**config.mk**
```make
export PLATFORM = sky130hd
export DESIGN_NAME = gray_decoder
export DESIGN_NICKNAME = d
export VERILOG_FILES = /design/src/rtl/gray_decoder_pkg.sv /design/src/rtl/hex_to_seg7.sv /design/src/rtl/gray_decoder.sv
export SDC_FILE = /design/constraint.sdc
export NUM_CORES = 1
export LEC_CHECK = 0
export ABC_AREA = 1
export CAP_MARGIN = 30
export CORE_MARGIN = 4
export CORE_UTILIZATION = 34
export CTS_CLUSTER_DIAMETER = 120
export DETAILED_ROUTE_END_ITERATION = 16
export GPL_ROUTABILITY_DRIVEN = 1
export PLACE_DENSITY = 0.56
export REMOVE_ABC_BUFFERS = 1
export SYNTH_ARGS = -nofsm -noshare
export SYNTH_HDL_FRONTEND = slang
export SYNTH_SLANG_ARGS = --single-unit
```
**constraint.sdc**
```tcl
create_clock -name clk -period 2.1 [get_ports clk]
set_input_delay 0.42 -clock clk [delete_from_list [all_inputs] [get_ports clk]]
set_output_delay 0.42 -clock clk [all_outputs]
set_load 0.005 [all_outputs]
```
**src/rtl/gray_decoder_pkg.sv**
```systemverilog
// Shared types and constants for the serial Gray-to-binary decoder
// and its hex seven-segment display path.
package gray_decoder_pkg;

    localparam int unsigned HEX_W = 4;
    localparam int unsigned SEG_W = 7;

    typedef enum logic [1:0] {
        ST_IDLE   = 2'd0,
        ST_DECODE = 2'd1,
        ST_DONE   = 2'd2
    } state_t;

    // Active-low segments, bit order {g,f,e,d,c,b,a}
    localparam logic [SEG_W-1:0] SEG_BLANK = 7'b1111111;

    localparam logic [SEG_W-1:0] SEG_TABLE [16] = '{
        7'b1000000, 7'b1111001, 7'b0100100, 7'b0110000,
        7'b0011001, 7'b0010010, 7'b0000010, 7'b1111000,
        7'b0000000, 7'b0010000, 7'b0001000, 7'b0000011,
        7'b1000110, 7'b0100001, 7'b0000110, 7'b0001110
    };

endpackage

```
**src/rtl/hex_to_seg7.sv**
```systemverilog
// Combinational hex digit to active-low seven-segment pattern.
module hex_to_seg7
    import gray_decoder_pkg::*;
(
    input  logic [HEX_W-1:0] i_hex,
    output logic [SEG_W-1:0] o_seg_c
);

    assign o_seg_c = SEG_TABLE[i_hex];

endmodule

```
**src/rtl/gray_decoder.sv**
```systemverilog
// Bit-serial Gray-to-binary decoder (MSB first, one bit per clock) with
// single-step sequence checking and a hex display of the low nibble.
module gray_decoder
    import gray_decoder_pkg::*;
#(
    parameter int unsigned WIDTH = 4
) (
    input  logic             clk,
    input  logic             rst,
    input  logic [WIDTH-1:0] gray_in,
    input  logic             in_valid,
    output logic             in_ready,
    output logic [WIDTH-1:0] bin_out,
    output logic             out_valid,
    output logic             seq_error,
    output logic [6:0]       seg_out
);

    localparam int unsigned CNT_W = $clog2(WIDTH);
    localparam int unsigned POP_W = $clog2(WIDTH + 1);

    state_t             r_state;
    state_t             w_state_next;
    logic               w_accept;
    logic               w_finish;

    logic [WIDTH-1:0]   r_gray;
    logic [WIDTH-1:0]   r_gsh;
    logic [WIDTH-2:0]   r_work;
    logic               r_acc;
    logic [CNT_W-1:0]   r_cnt;
    logic [WIDTH-1:0]   r_prev;
    logic               r_prev_valid;

    logic               w_bit;
    logic [WIDTH-1:0]   w_work_next;
    logic [WIDTH-1:0]   w_diff;
    logic [POP_W-1:0]   w_dist;
    logic               w_step_err;
    logic [SEG_W-1:0]   w_seg;

    // State register
    always_ff @(posedge clk or posedge rst) begin
        if (rst) begin
            r_state <= ST_IDLE;
        end else begin
            r_state <= w_state_next;
        end
    end

    // Next-state and control strobes
    always_comb begin
        w_state_next = r_state;
        w_accept     = 1'b0;
        w_finish     = 1'b0;
        case (r_state)
            ST_IDLE: begin
                if (in_valid) begin
                    w_accept     = 1'b1;
                    w_state_next = ST_DECODE;
                end
            end
            ST_DECODE: begin
                if (r_cnt == '0) begin
                    w_finish     = 1'b1;
                    w_state_next = ST_DONE;
                end
            end
            ST_DONE: begin
                w_state_next = ST_IDLE;
            end
            default: begin
                w_state_next = ST_IDLE;
            end
        endcase
    end

    // Each binary bit is the running XOR of the Gray bits seen so far
    assign w_bit       = r_acc ^ r_gsh[WIDTH-1];
    assign w_work_next = {r_work, w_bit};

    // Hamming distance between the current and previously completed word
    assign w_diff = r_gray ^ r_prev;

    always_comb begin
        w_dist = '0;
        for (int unsigned i = 0; i < WIDTH; i++) begin
            w_dist = w_dist + POP_W'(w_diff[i]);
        end
    end

    assign w_step_err = r_prev_valid && (w_dist != POP_W'(1));

    hex_to_seg7 u_hex_to_seg7 (
        .i_hex   (w_work_next[HEX_W-1:0]),
        .o_seg_c (w_seg)
    );

    // Serial decode datapath
    always_ff @(posedge clk or posedge rst) begin
        if (rst) begin
            r_gray <= '0;
            r_gsh  <= '0;
            r_work <= '0;
            r_acc  <= 1'b0;
            r_cnt  <= '0;
        end else if (w_accept) begin
            r_gray <= gray_in;
            r_gsh  <= gray_in;
            r_work <= '0;
            r_acc  <= 1'b0;
            r_cnt  <= CNT_W'(WIDTH - 1);
        end else if (r_state == ST_DECODE) begin
            r_gsh  <= r_gsh << 1;
            r_work <= w_work_next[WIDTH-2:0];
            r_acc  <= w_bit;
            r_cnt  <= r_cnt - CNT_W'(1);
        end
    end

    // Result, display and history registers; only the DONE entry edge writes them
    always_ff @(posedge clk or posedge rst) begin
        if (rst) begin
            bin_out      <= '0;
            seg_out      <= SEG_BLANK;
            r_prev       <= '0;
            r_prev_valid <= 1'b0;
        end else if (w_finish) begin
            bin_out      <= w_work_next;
            seg_out      <= w_seg;
            r_prev       <= r_gray;
            r_prev_valid <= 1'b1;
        end
    end

    // Handshake and status flags
    always_ff @(posedge clk or posedge rst) begin
        if (rst) begin
            in_ready  <= 1'b1;
            out_valid <= 1'b0;
            seq_error <= 1'b0;
        end else begin
            in_ready  <= (w_state_next == ST_IDLE);
            out_valid <= w_finish;
            seq_error <= w_finish && w_step_err;
        end
    end

endmodule

```
Figure 1. Layout detail.
Region (23, 8) to (53, 38) um. Cells in grey, sequential cells in the stronger grey; small squares are vias.
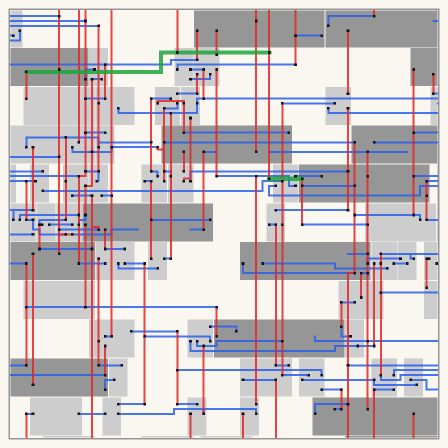
colour	layer
blue	M1
red	M2
green	M3
cells with their middle in the window	53
netlist names of flops here include	r_gray (4), r_gsh (4), r_prev (2)
sequential cells in the window	12
most frequent	dfrtp_1 (12), nand2_1 (9)

==> flow_summary.json <==
{
  "ys_types": 23,
  "p_int_mw": 1.89,
  "top_cell_area_share": 0.408,
  "core_um2": 4440,
  "outcome": "complete, no violations",
  "synth-compound-area-share": 0.0988,
  "dp_hpwl_um": 2090,
  "portBuffers": 20,
  "pg_seq_mw": 1.17,
  "cts-root-buf": "clkbuf_8",
  "clkPwrFrac": 0.167,
  "antenna_found_initial": 0,
  "xor_area_frac": 0.0220,
  "area_growth_pct": 22.7,
  "ys_seq_share": 0.540,
  "cts_max_level": 2,
  "rr_worst_depth": 7,
  "yosysWarnings": 0,
  "nonClkBufAreaFrac": 0.114,
  "n_sequential_cell": 34,
  "fa_ha_area_frac": 0.0753,
  "setup.worst_path.start_class": "flop",
  "min_to": "r_prev_valid",
  "critPathCaptureType": "flop",
  "seq_share": 0.440,
  "seq_power_share": 0.386,
  "syn-cell-area_um2": 1600,
  "pg_clk_mw": 0.508,
  "crit_type": "flop to flop",
  "maxCapViolCount": 0,
  "rr_endpoint": "seq_error",
  "logic_area_um2": 623,
  "stdcell_count": 257,
  "syn_inst": 177,
  "vias": 1181,
  "r2r-start": "r_prev[0]",
  "fp_util": 0.359,
  "fill_cells": 466,
  "pg_comb_mw": 1.35,
  "final_common_cell": "nand2_1"
}
Figure 2. Wiring heat map.
Drawn at 4 px/um. 15 x 15 tiles, from white (low) to dark blue (high), scaled to the fullest tile. Values are wire area over tile area, all layers added.
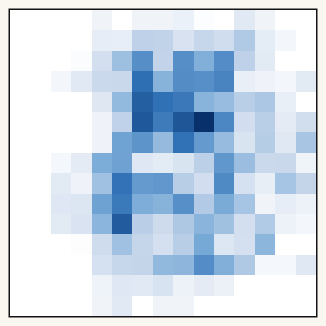
fullest tile	0.38
mean over tiles	0.080
densest ninth of the die	centre
emptiest ninth of the die	upper left
nearly empty tiles	32%

[layer usage]
| metal | up-vias | GRT usage | wire length [um] |
|---|---|---|---|
| met5 | - | 0 | 0 |
| met4 | 0 | 0.0616 | 36 |
| met3 | 4 | 0.0378 | 109 |
| met2 | 22 | 0.179 | 1320 |
| met1 | 544 | 0.151 | 1540 |
| li1 | 611 | - | - |
[flip-flops by register name, summed over array words and instances, names as in the netlist]
register and cells:
r_gsh 4, in_ready 1, r_prev 4, seq_error 1, out_valid 1, seg_out 7, r_work 3, bin_out 4
r_gray 4, r_cnt 2, r_prev_valid 1, r_state 2
[critical path, stage by stage (launching register included)]
cell	delay, ns
dfrtp_1	0.39
xnor2_1	0.15
fa_1	0.53
inv_1	0.04
ha_1	0.19
ha_1	0.27
nor3b_1	0.19
nor3_1	0.06
